`src/rtl/gpio_dbg_pkg.sv`:
```
// Shared types and constants for the GPIO debug-output block.
// Holds channel mode enum, config word field layout, counter width.
package gpio_dbg_pkg;

    typedef enum logic [1:0] {
        MODE_OFF    = 2'd0,
        MODE_LEVEL  = 2'd1,
        MODE_TOGGLE = 2'd2,
        MODE_PULSE  = 2'd3
    } mode_e;

    localparam int ADDR_W   = 4;
    localparam int WDATA_W  = 16;

    localparam int MODE_LSB = 0;
    localparam int MODE_W   = 2;
    localparam int SEL_LSB  = 4;
    localparam int SEL_W    = 4;
    localparam int LEN_LSB  = 8;
    localparam int LEN_W    = 8;

    localparam int CNT_W    = 16;
    localparam int MAX_CH   = 16;

endpackage

```
`src/rtl/gpio_dbg_out_if.sv`:
```
// Config-write and event-count-read bus of gpio_dbg_out.
// master: cfg_we/cfg_addr/cfg_wdata/cnt_raddr out, cnt_rdata in.
interface gpio_dbg_out_if;
    import gpio_dbg_pkg::*;

    logic               cfg_we;
    logic [ADDR_W-1:0]  cfg_addr;
    logic [WDATA_W-1:0] cfg_wdata;
    logic [ADDR_W-1:0]  cnt_raddr;
    logic [CNT_W-1:0]   cnt_rdata;

    modport master (
        output cfg_we,
        output cfg_addr,
        output cfg_wdata,
        output cnt_raddr,
        input  cnt_rdata
    );

    modport slave (
        input  cfg_we,
        input  cfg_addr,
        input  cfg_wdata,
        input  cnt_raddr,
        output cnt_rdata
    );

endinterface

```
`src/rtl/gpio_dbg_ch.sv`:
```
// One debug channel: source select, edge detect, mode, pulse, count.
// Ports: i_clk, i_reset, i_src, i_cfg_we, i_cfg_wdata, o_out, o_cnt.
module gpio_dbg_ch
    import gpio_dbg_pkg::*;
#(
    parameter int NUM_SRC = 8
) (
    input  logic               i_clk,
    input  logic               i_reset,
    input  logic [NUM_SRC-1:0] i_src,
    input  logic               i_cfg_we,
    input  logic [WDATA_W-1:0] i_cfg_wdata,
    output logic               o_out,
    output logic [CNT_W-1:0]   o_cnt
);

    localparam logic [SEL_W:0] NSRC = (SEL_W + 1)'(NUM_SRC);

    mode_e              r_mode;
    logic [SEL_W-1:0]   r_sel;
    logic [LEN_W-1:0]   r_len;
    logic [LEN_W-1:0]   r_pcnt;
    logic               r_src_q;
    logic               r_edge;
    logic               r_out;
    logic [CNT_W-1:0]   r_cnt;

    logic [MAX_CH-1:0]  w_src_pad;
    logic               w_src;
    logic               w_edge;
    logic [LEN_W-1:0]   w_len_eff;
    logic               w_out_nxt;
    logic [LEN_W-1:0]   w_pcnt_nxt;
    logic               w_unused_bits;

    assign w_unused_bits = &{1'b0, i_cfg_wdata[3:2]};

    // Out-of-range selects read as a constant 0 source.
    assign w_src_pad = MAX_CH'(i_src);
    assign w_src     = ({1'b0, r_sel} < NSRC) ? w_src_pad[r_sel] : 1'b0;
    assign w_edge    = w_src & ~r_src_q;
    assign w_len_eff = (r_len == '0) ? LEN_W'(1) : r_len;

    // r_edge delays the edge one cycle so every mode lands at N+2.
    always_comb begin
        w_out_nxt  = r_out;
        w_pcnt_nxt = r_pcnt;
        unique case (r_mode)
            MODE_OFF:    w_out_nxt = 1'b0;
            MODE_LEVEL:  w_out_nxt = r_src_q;
            MODE_TOGGLE: if (r_edge) w_out_nxt = ~r_out;
            MODE_PULSE: begin
                if (r_edge) begin
                    w_out_nxt  = 1'b1;
                    w_pcnt_nxt = w_len_eff - LEN_W'(1);
                end else if (r_pcnt != '0) begin
                    w_pcnt_nxt = r_pcnt - LEN_W'(1);
                end else begin
                    w_out_nxt = 1'b0;
                end
            end
        endcase
    end

    always_ff @(posedge i_clk) begin
        if (i_reset) begin
            r_mode  <= MODE_OFF;
            r_sel   <= '0;
            r_len   <= '0;
            r_pcnt  <= '0;
            r_src_q <= 1'b0;
            r_edge  <= 1'b0;
            r_out   <= 1'b0;
            r_cnt   <= '0;
        end else if (i_cfg_we) begin
            // A write drops any edge seen this cycle.
            r_mode  <= mode_e'(i_cfg_wdata[MODE_LSB +: MODE_W]);
            r_sel   <= i_cfg_wdata[SEL_LSB +: SEL_W];
            r_len   <= i_cfg_wdata[LEN_LSB +: LEN_W];
            r_pcnt  <= '0;
            r_src_q <= 1'b0;
            r_edge  <= 1'b0;
            r_out   <= 1'b0;
            r_cnt   <= '0;
        end else begin
            r_src_q <= w_src;
            r_edge  <= w_edge;
            r_out   <= w_out_nxt;
            r_pcnt  <= w_pcnt_nxt;
            r_cnt   <= r_cnt + CNT_W'(w_edge);
        end
    end

    assign o_out = r_out;
    assign o_cnt = r_cnt;

endmodule

```
`src/rtl/gpio_dbg_out.sv`:
```
// Debug GPIO block: NUM_CH channels mapping events onto outputs.
// Ports: i_clk, i_reset, i_src[NUM_SRC], bus (slave), o_gpio[NUM_CH].
module gpio_dbg_out
    import gpio_dbg_pkg::*;
#(
    parameter int NUM_CH  = 4,
    parameter int NUM_SRC = 8
) (
    input  logic               i_clk,
    input  logic               i_reset,
    input  logic [NUM_SRC-1:0] i_src,
    gpio_dbg_out_if.slave      bus,
    output logic [NUM_CH-1:0]  o_gpio
);

    // Padded to the full address space so unused slots read 0.
    logic [CNT_W-1:0] w_cnt [MAX_CH];
    logic [CNT_W-1:0] r_rdata;

    for (genvar g = 0; g < MAX_CH; g++) begin : g_ch
        if (g < NUM_CH) begin : g_on
            logic w_we;
            assign w_we = bus.cfg_we &&
                          (bus.cfg_addr == ADDR_W'(g));
            gpio_dbg_ch #(
                .NUM_SRC (NUM_SRC)
            ) u_ch (
                .i_clk       (i_clk),
                .i_reset     (i_reset),
                .i_src       (i_src),
                .i_cfg_we    (w_we),
                .i_cfg_wdata (bus.cfg_wdata),
                .o_out       (o_gpio[g]),
                .o_cnt       (w_cnt[g])
            );
        end else begin : g_off
            assign w_cnt[g] = '0;
        end
    end

    always_ff @(posedge i_clk) begin
        if (i_reset) begin
            r_rdata <= '0;
        end else begin
            r_rdata <= w_cnt[bus.cnt_raddr];
        end
    end

    assign bus.cnt_rdata = r_rdata;

endmodule

```
`src/flat_wrapper.sv`:
```
// flat-port wrapper written by rule: the top's interface ports become plain ports
module gpio_dbg_out_flat import gpio_dbg_pkg::*;
#(
    parameter int NUM_CH  = 4,
    parameter int NUM_SRC = 8
)
  (i_clk, i_reset, i_src, o_gpio, bus_cfg_we, bus_cfg_addr, bus_cfg_wdata, bus_cnt_raddr, bus_cnt_rdata);
  gpio_dbg_out_if bus_i ();
  input  logic i_clk;
  input  logic i_reset;
  input  logic [NUM_SRC-1:0] i_src;
  output logic [NUM_CH-1:0] o_gpio;
  input wire logic [$bits(bus_i.cfg_we)-1:0] bus_cfg_we;
  input wire logic [$bits(bus_i.cfg_addr)-1:0] bus_cfg_addr;
  input wire logic [$bits(bus_i.cfg_wdata)-1:0] bus_cfg_wdata;
  input wire logic [$bits(bus_i.cnt_raddr)-1:0] bus_cnt_raddr;
  output wire logic [$bits(bus_i.cnt_rdata)-1:0] bus_cnt_rdata;
  assign bus_i.cfg_we = bus_cfg_we;
  assign bus_i.cfg_addr = bus_cfg_addr;
  assign bus_i.cfg_wdata = bus_cfg_wdata;
  assign bus_i.cnt_raddr = bus_cnt_raddr;
  assign bus_cnt_rdata = bus_i.cnt_rdata;
  gpio_dbg_out #(.NUM_CH(NUM_CH), .NUM_SRC(NUM_SRC)) u_core (.i_clk(i_clk), .i_reset(i_reset), .i_src(i_src), .bus(bus_i), .o_gpio(o_gpio));
endmodule
```
`config.mk`:
```
export PLATFORM = sky130hd
export DESIGN_NAME = gpio_dbg_out_flat
export DESIGN_NICKNAME = d
export VERILOG_FILES = /design/src/rtl/gpio_dbg_pkg.sv /design/src/rtl/gpio_dbg_out_if.sv /design/src/rtl/gpio_dbg_ch.sv /design/src/rtl/gpio_dbg_out.sv /design/src/flat_wrapper.sv
export SDC_FILE = /design/constraint.sdc
export NUM_CORES = 1
export LEC_CHECK = 0
export CAP_MARGIN = 10
export CORE_MARGIN = 2
export CORE_UTILIZATION = 25
export CTS_CLUSTER_SIZE = 12
export DETAILED_ROUTE_END_ITERATION = 6
export SYNTH_ARGS = -nofsm -noshare
export SYNTH_HDL_FRONTEND = slang
export SYNTH_HIERARCHICAL = 1
export SYNTH_SLANG_ARGS = --single-unit
```
`constraint.sdc`:
```
create_clock -name i_clk -period 2.5 [get_ports i_clk]
set_clock_uncertainty 0.1 [all_clocks]
set_input_delay 0.25 -clock i_clk [delete_from_list [all_inputs] [get_ports i_clk]]
set_output_delay 0.25 -clock i_clk [all_outputs]
set_load 0.02 [all_outputs]
```
==> run_results.csv, run 1 <==
group,metric,value,unit
outcome,status,"finished clean",
timing,worstMarginPinSlew,635,ps
route,dr_wl_met3,901,um
min_path,hold_end,"u_core/g_ch[2].g_on.u_ch/r_mode[0]$_SDFFE_PP0P_",
place,dpl-instance-area,0.0103,sq mm
finish,inv_count,14,
clock_network,cts.sinks,180,
clock_network,holdBufCountCts,0,
finish,num_antenna_cells,0,
worst_setup_path,regToRegSetupSlack,60,ps
timing,tns,0,ps
worst_setup_path,worstPathMaxFanout,7,
timing,period_used_share,0.976,
finish,ff_count,180,
finish,dominant_cells,"logic gates",
finish,layout.nonclk_buf_frac,0.0905,
yosys,syn_area,0.00900,sq mm
finish,area_delta_synth_final,23.3,%
floorplan,nWellTaps,461,
finish,final_common_cell,"dfxtp_1",
finish,most-common-layout-cells,"dfxtp_1, nor2_1, mux2i_1, buf_4, nand2_1",
global_routing,overflow,0,
yosys,most_common_cell,"dfxtp_1",
worst_setup_path,endpoint,"u_core/g_ch[3].g_on.u_ch/o_cnt[10]$_SDFF_PP0_",
yosys,syn_area_per_cell,9.15,sq um
place,gp_congestion,0.852,
route,route.top_layer_used,"met4",
finish,comb_area,0.00525,sq mm
timing,clock.fmax,410,MHz
global_routing,grt_use_met1,0.163,
clock_network,htree_levels,4,
timing,setup_slack,60.4,ps
min_path,min_path_cells,3,
clock_network,cts_setup_buffers,0,
finish,final_nets,1114,
finish,sh_comb_area,0.473,
yosys,area_leaders,"dfxtp_1, mux2i_1, nor2_1",
yosys,yosys.area.top_type_share,0.400,
yosys,synth_seq_share,0.400,
floorplan,die_h,194,um
flow_run,log.warning_count,29,
floorplan,dieArea,0.0375,sq mm
timing,hold_slack,234,ps
worst_setup_path,arrival,2710,ps
worst_setup_path,critPathRequiredTime,2770,ps
place,dpl_worst_slack,-547,ps
clock_network,ctsRootBufferMaster,"clkbuf_16",
worst_setup_path,cp-end-kind,"register",
min_path,hold_path.class,"in -> reg",
pwr,power_leakage,3.86,nW
route,vias_per_cell,4.82,
timing,hold_viol_final,0,
finish,postLayoutCellArea,0.0111,sq mm
min_path,hold_path.startpoint,"i_reset",
global_routing,grt_pass1_wl,37.0,mm
worst_setup_path,worstSetupStartpointType,"register",
pwr,power.density,562,mW/mm^2
floorplan,io_pins,55,
timing,slew_violations,0,
yosys,synthFlopType,"dfxtp_1",
place,hpwl,16.3,mm
global_routing,grt_pass1_vias,7172,
route,wl_met1,11.1,mm
place,port_buffers,52,
worst_setup_path,reg2reg_depth,10,
route,ant_nets,0,
[run 1: logic make-up (layout without fill, tap and decap cells)]
group           Yosys count  in the layout  share of synthesized area
compound gates          145            145                      0.118
xor+xnor                 53             53                     0.0516
fa+ha+maj                12             12                     0.0167
buf+inv                  65            161                     0.0363
flops                   180            180                      0.400
mux                     119            119                      0.144
simple gates            409            409                      0.233
[run 1: power by group]
part	switching [mW]	internal (mW)	total, mW
Sequential	0.0443	2.90	2.94
Clock	1.13	1.60	2.73
Combinational	0.293	0.267	0.560
[run 1: critical path, stage by stage (launching register included)]
cell	delay, ps
dfxtp_2	340
mux4_2	350
mux2i_2	80
or2_4	280
nor2_4	110
ha_4	150
ha_4	130
and3_4	200
nand3_4	110
or3_4	390
a21oi_2	130
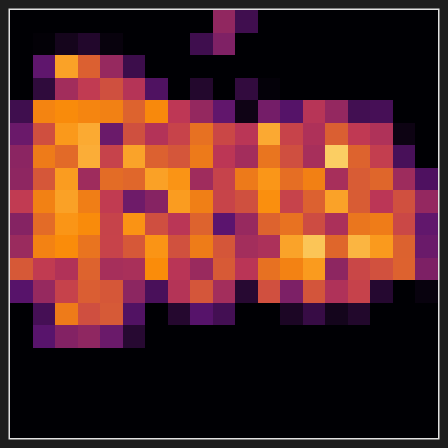
Figure 1: run 1, local utilization.
19 x 19 tiles, from black (low) to pale yellow (high), 0 to 100% covered.
emptiest ninth of the die: lower right
nearly empty tiles: 44%
tiles over 75% full: 6.4%
fullest tile: 89%
mean over tiles: 28%
fp util: 0.254
Core Box Area: 0.0355 sq mm
fin util: 0.313

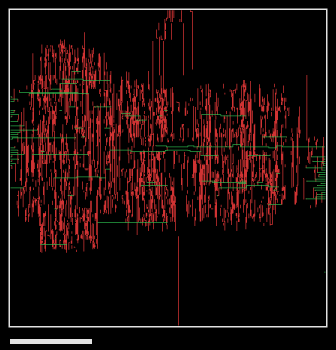
Figure 2: run 1, wiring by layer.
Scale bar: 50 um. Only two layers are drawn.
[metal 2] red | wire length: 10400 um
[metal 3] green | wire length: 902 um
DR WL/cell: 14.7 um
DR vias: 7422
GRT Total Usage: 0.121
final WL: 22.6 mm

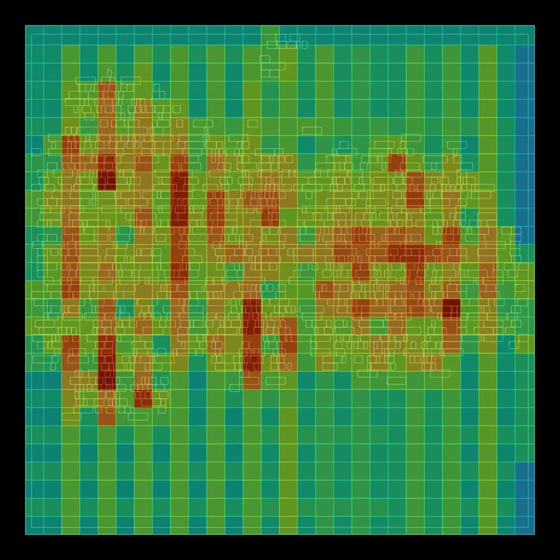
Figure 3: run 1, track usage over the die.
grt peak-use layer: met2
met2 GRT Util: 0.196
met3 GRT Util: 0.0257

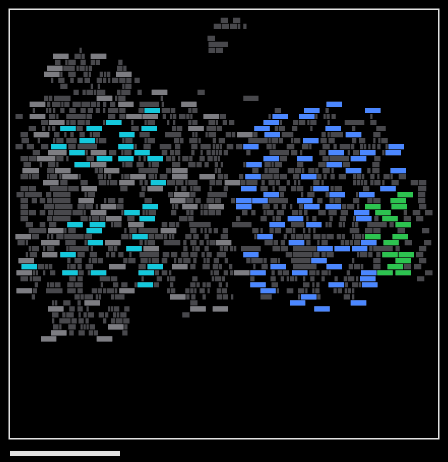
Figure 4: run 1, sequential cells colored by netlist name.
Scale bar: 50 um. Other sequential cells in the stronger gray, the rest of the logic in the fainter gray.
[u_core/g_ch.g_on.u_ch/o_cnt] blue | flops: 64
[u_core/bus.cnt_rdata] green | flops: 16 | where: middle right
[u_core/g_ch.g_on.u_ch/r_len] cyan | flops: 32
not colored: 68
Storage cell area: 0.00362 sq mm
Seq/total area: 0.326
Flop+latch power: 2.94 mW

Figure 5. Placed cells, one color a class (run 1).
Scale bar: 50 um. Fill, decap, tap and diode cells in gray.
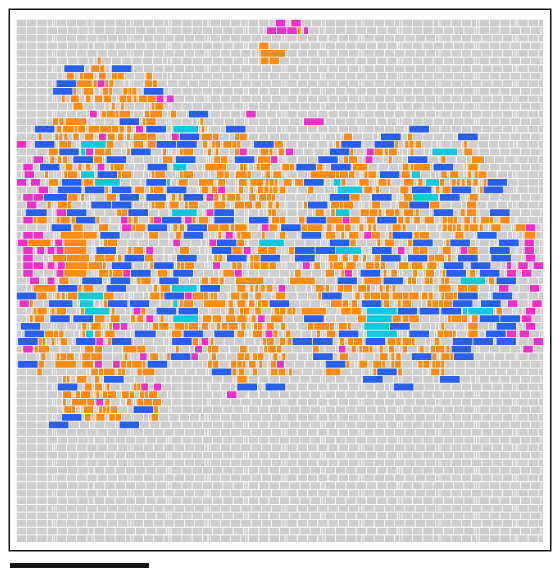

==> run 2, diff against run 1 <==
- CORE_UTILIZATION: 25 -> 45
- GPL_TIMING_DRIVEN: unset -> 0
- clock period: 2.5 -> 2.6 ns (I/O delays scaled with it)
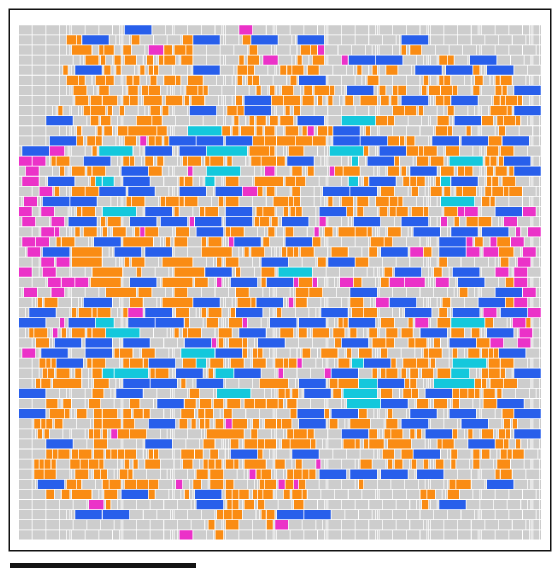
Figure 6: run 2, placed cells, one color a class.
Scale bar: 50 um. Fill, decap, tap and diode cells in gray.
[flops] blue | cells: 180 | share of their area: 35%
[combinational and other logic] orange | cells: 752 | share of their area: 51%
[other buffers and delay cells] magenta | cells: 96 | share of their area: 7.6%
[clock drivers and dummy loads] cyan | cells: 32 | share of their area: 5.9%
design area: 0.0106 sq mm
num rows: 51

==> run 2 against run 1 <==
Wire length down 1.6%. Fmax about the same. Sequential share of layout area up 1.5 points. Synthesized area unchanged. Critical path type unchanged.
==> run_results.csv, run 2 <==
group,metric,value,unit
outcome,status,"finished clean",
finish,most-common-layout-cells,"dfxtp_1, nor2_1, mux2i_1, nand2_1, clkdlybuf4s50_1",
route,drcViolationCount,0,
worst_setup_path,reg2reg_depth,10,
min_path,hold_end,"u_core/bus.cnt_rdata[2]$_SDFF_PP0_",
finish,ff_count,180,
finish,utilization,0.541,
global_routing,met2_usage,0.336,
global_routing,grt_pass1_wl,35.3,mm
finish,area_delta_synth_final,17.5,%
yosys,synthTopLogicFamily,"simple AND/OR/NAND/NOR gates",
finish,sh_comb_area,0.492,
global_routing,overflow,0,
finish,inv_count,14,
timing,tns,0,ps
yosys,synth_seq_share,0.400,
pwr,p_clk,2.63,mW
global_routing,grtUsageMet3,0.0414,
route,routed_wirelength,22.2,mm
pwr,internal_power,4.52,mW
pwr,powerComb,0.490,mW
flow_run,drv_cap,0,
route,ant_nets,0,
min_path,hold_path.startpoint,"bus_cnt_raddr[1]",
yosys,synth.cellmix.adderShare,0.0167,
route,vias,7316,
floorplan,nWellTaps,265,
global_routing,busiest_layer,"met2",
pwr,clkPwrFrac,0.442,
worst_setup_path,critPathSlowestCell,"or3_4",
route,wl_met1,11.0,mm
clock_network,ctsRootBufferMaster,"clkbuf_16",
pwr,combPwrFrac,0.082,
route,dr_wl_met3,796,um
min_path,min_path_cells,3,
pwr,power.density,563,mW/mm^2
floorplan,die_h,145,um
worst_setup_path,cp-end-kind,"register",
yosys,yosys.area.top_type_share,0.400,
floorplan,dieArea,0.0211,sq mm
pwr,maxPowerGroup,"sequential cells",
finish,num_antenna_cells,0,
finish,dominant_cells,"logic gates",
global_routing,grt_usage,0.207,
route,route.top_layer_used,"met4",
worst_setup_path,arrival,2710,ps
pwr,switching_share,0.240,
yosys,area_leaders,"dfxtp_1, mux2i_1, nor2_1",
floorplan,io_pins,55,
pwr,powerSeq,2.83,mW
yosys,synthFlopType,"dfxtp_1",
pwr,power_leakage,3.69,nW
timing,period_used_share,0.937,
yosys,synthXorXnorAreaFrac,0.0516,
worst_setup_path,crit_top_cell,"ha_2",
worst_setup_path,critPathRequiredTime,2870,ps
finish,layout.nonclk_buf_frac,0.0734,
finish,final_common_cell,"dfxtp_1",
place,gp_congestion,0.857,
worst_setup_path,path_cells,"mux4_2, mux2i_1, or2_4, nor2_2, ha_2, ha_2, and3_4, nand3_4, or3_4, a21oi_2",
yosys,ys_sh_simple,0.233,
timing,hold_slack,209,ps
yosys,most_common_cell,"dfxtp_1",
place,port_buffers,51,
worst_setup_path,critPathMaxStageDelay,390,ps
clock_network,cts.sinks,180,
yosys,syn_area,0.00900,sq mm
route,wl_per_cell,16.8,um
pwr,p_switching,1.43,mW
timing,clock.fmax,410,MHz
pwr,p_seq_frac,0.476,
global_routing,grt_use_met1,0.284,
place,hpwl,16.2,mm
worst_setup_path,endpoint,"u_core/g_ch[3].g_on.u_ch/o_cnt[10]$_SDFF_PP0_",
finish,final_nets,1094,
timing,worstMarginPinSlew,1200,ps
timing,hold_viol_final,0,
timing,slew_violations,0,
min_path,hold_path.class,"in -> reg",
clock_network,htree_levels,4,
worst_setup_path,critical_path_depth,10,
worst_setup_path,crit_buf_inv,0,
place,dpl-instance-area,0.00984,sq mm
yosys,ys_seq_elements,180,
worst_setup_path,worstPathMaxFanout,7,
floorplan,core_area,0.0195,sq mm
yosys,aoi_share,0.118,
clock_network,holdBufCountCts,0,
worst_setup_path,worstSetupStartpointType,"register",
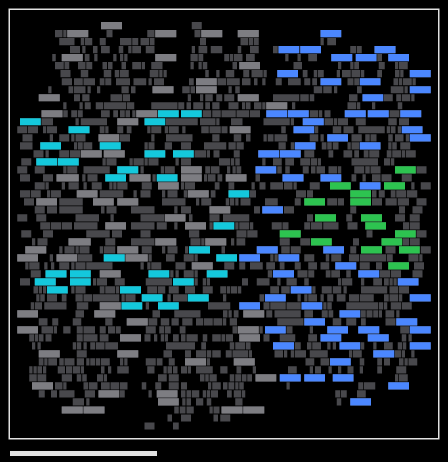
Figure 7: run 2, sequential cells colored by netlist name.
Scale bar: 50 um. Other sequential cells in the stronger gray, the rest of the logic in the fainter gray.
[u_core/bus.cnt_rdata] green | flops: 16 | where: middle right
[u_core/g_ch.g_on.u_ch/r_len] cyan | flops: 32
[u_core/g_ch.g_on.u_ch/o_cnt] blue | flops: 64
Storage cell area: 0.00361 sq mm
Seq/total area: 0.341

==> run 2: worst register-to-register path: cells and delay by family, from the launching register on <==
family                     cells  cell delay (ps)
adders and majority gates      2              360
DFF                            1              340
AOI/OAI and AO/OA              1              120
muxes                          2              390
and+or+nand+nor                5             1070
==> run 2: per-stage QoR <==
| stage | instances | setup WS [ps] |
|---|---|---|
| 3_5_place_dp | 1299 | -494 |
| 6_report | 1325 | 163 |
| 5_1_grt | 1325 | 0.129 |
| 4_1_cts | 1325 | 5.58 |
| 3_3_place_gp | 1299 | -469 |
| 2_1_floorplan | 983 | 126 |
==> run 2: timing repair <==
action | 4_1_cts | 5_1_grt
setup endpoints to repair | 19 | 48
buffers inserted | 0 | 0
pin swaps | 0 | 1
resized | 10 | 38
hold endpoints to repair | 0 | 0
Figure 8. Local utilization (run 2).
15 x 15 tiles, from black (low) to pale yellow (high), 0 to 100% covered.
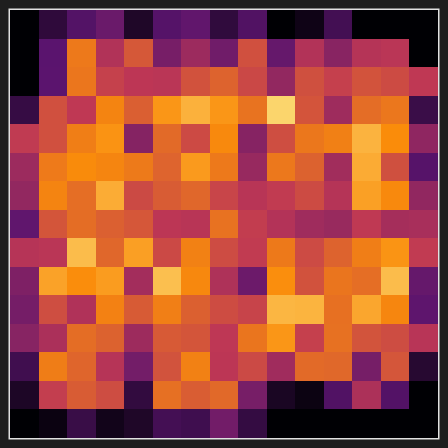

==> run 3, diff against run 2 <==
- CORE_ASPECT_RATIO: unset -> 0.5
- CTS_CLUSTER_DIAMETER: unset -> 200
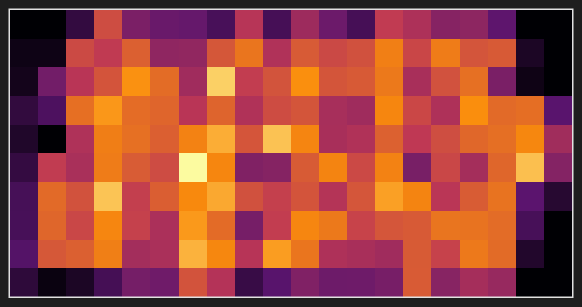
Figure 9: run 3, local utilization.
20 x 10 tiles, from black (low) to pale yellow (high), 0 to 100% covered.
nearly empty tiles: 5.5%
tiles over 75% full: 7.5%
mean over tiles: 48%
fullest tile: 99%
fin util: 0.538
Core Box Area: 0.0195 sq mm
fp util: 0.460

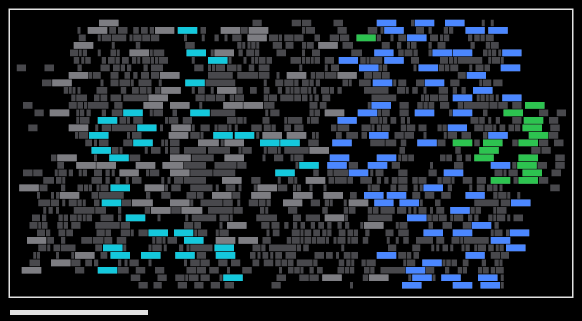
Figure 10: run 3, sequential cells colored by netlist name.
Scale bar: 50 um. Other sequential cells in the stronger gray, the rest of the logic in the fainter gray.
[u_core/g_ch.g_on.u_ch/r_len] cyan | flops: 32
[u_core/g_ch.g_on.u_ch/o_cnt] blue | flops: 64 | where: a vertical strip on the right
[u_core/bus.cnt_rdata] green | flops: 16 | where: middle right
Storage cell area: 0.00361 sq mm
Seq/total area: 0.343

==> run 3 against run 2 <==
Die area increased by 0.32%. Non-clock buffer count decreased by 1. Synthesized area unchanged. Final cell count unchanged. Fmax decreased by 1.6%. Worst hold slack about the same. Synthesized cell count unchanged. Design area decreased by 0.52%. Combinational power increased by 1%. Worst setup slack got worse by 40 ps. Count of clock-buffer cells in the layout decreased by 4. First-iteration DRC count increased by 52%. Largest cell class unchanged. Largest power group unchanged. Highest routed layer unchanged.
==> run_results.csv, run 3 <==
group,metric,value,unit
yosys,synth.cellmix.adderShare,0.0167,
clock_network,htree_levels,4,
yosys,ys_seq_elements,180,
finish,final_common_cell,"dfxtp_1",
yosys,area_leaders,"dfxtp_1, mux2i_1, nor2_1",
worst_setup_path,worstPathMaxFanout,7,
yosys,most_common_cell,"dfxtp_1",
yosys,synthTopLogicFamily,"simple AND/OR/NAND/NOR gates",
clock_network,ctsRootBufferMaster,"clkbuf_16",
min_path,hold_end,"u_core/bus.cnt_rdata[15]$_SDFF_PP0_",
yosys,ys_sh_simple,0.233,
yosys,synth_seq_share,0.400,
pwr,p_clk,2.54,mW
yosys,syn_area_per_cell,9.15,sq um
pwr,maxPowerGroup,"sequential cells",
timing,tns,0,ps
clock_network,cts_setup_buffers,0,
place,dpl_worst_slack,-515,ps
timing,setup_slack,122,ps
timing,slew_violations,0,
worst_setup_path,endpoint,"u_core/g_ch[3].g_on.u_ch/o_cnt[10]$_SDFF_PP0_",
floorplan,die_h,104,um
finish,postLayoutCellArea,0.0105,sq mm
pwr,powerComb,0.496,mW
min_path,hold_path.startpoint,"bus_cnt_raddr[1]",
pwr,power_leakage,3.66,nW
min_path,hold_path.class,"in -> reg",
finish,instances_no_fill,1325,
route,vias,7414,
worst_setup_path,cp-end-kind,"register",
flow_run,drv_cap,0,
global_routing,grt_pass1_vias,6911,
worst_setup_path,worstSetupStartpointType,"register",
route,routed_wirelength,23.0,mm
pwr,clkPwrFrac,0.433,
min_path,min_path_cells,3,
route,wl_per_cell,17.3,um
finish,num_antenna_cells,0,
route,ant_nets,0,
worst_setup_path,arrival,2740,ps
worst_setup_path,critPathRequiredTime,2860,ps
floorplan,num_rows,36,
clock_network,holdBufCountCts,0,
global_routing,grt_pass1_wl,36.7,mm
finish,area_delta_synth_final,16.9,%
route,vias_per_cell,5.60,
yosys,yosys.area.top_type_share,0.400,
place,port_buffers,51,
timing,hold_viol_final,0,
pwr,internal_power,4.35,mW
outcome,status,"finished clean",
pwr,switching_share,0.259,
timing,hold_slack,209,ps
pwr,power.density,558,mW/mm^2
clock_network,cts.sinks,180,
yosys,syn_area,0.00900,sq mm
finish,most-common-layout-cells,"dfxtp_1, nor2_1, mux2i_1, nand2_1, clkdlybuf4s50_1",
yosys,synthFlopType,"dfxtp_1",
pwr,combPwrFrac,0.085,
place,dpl-instance-area,0.00984,sq mm
place,dp_cells,1300,
place,gp_congestion,0.876,
timing,worstMarginPinSlew,1150,ps
clock_network,cts_resized,19,
worst_setup_path,reg2reg_depth,10,
pwr,powerSeq,2.83,mW
flow_run,log.warning_count,28,
route,drcViolationCount,0,
[run 3: cell counts after synthesis]
No cell type changed its count.
[run 3: layer usage]
layer	GRT usage	wire, um	vias up
li1	-	-	3683
met1	0.311	11500	3587
met2	0.345	10400	126
met3	0.0404	902	18
met4	0.0564	185	0
met5	0	0	-
[run 3: cell type report]
type | instances | area (sq um)
multi-input combinational | 738 | 5180
sequential | 180 | 3610
fill | 1842 | 9030
timing repair buffer | 51 | 509
clock buffer | 17 | 425
buffer | 44 | 256
inverter | 14 | 52.6
clock inverter | 15 | 146
tap | 266 | 333
[run 3: critical path, stage by stage (launching register included)]
cell and delay [ps]:
dfxtp_2 340, mux4_2 340, mux2i_1 70, or2_4 250, nor2_2 90, ha_2 190
ha_2 190, and3_4 210, nand3_4 110, or3_1 370, a21oi_1 140
Power and IR drop assume default switching activity.
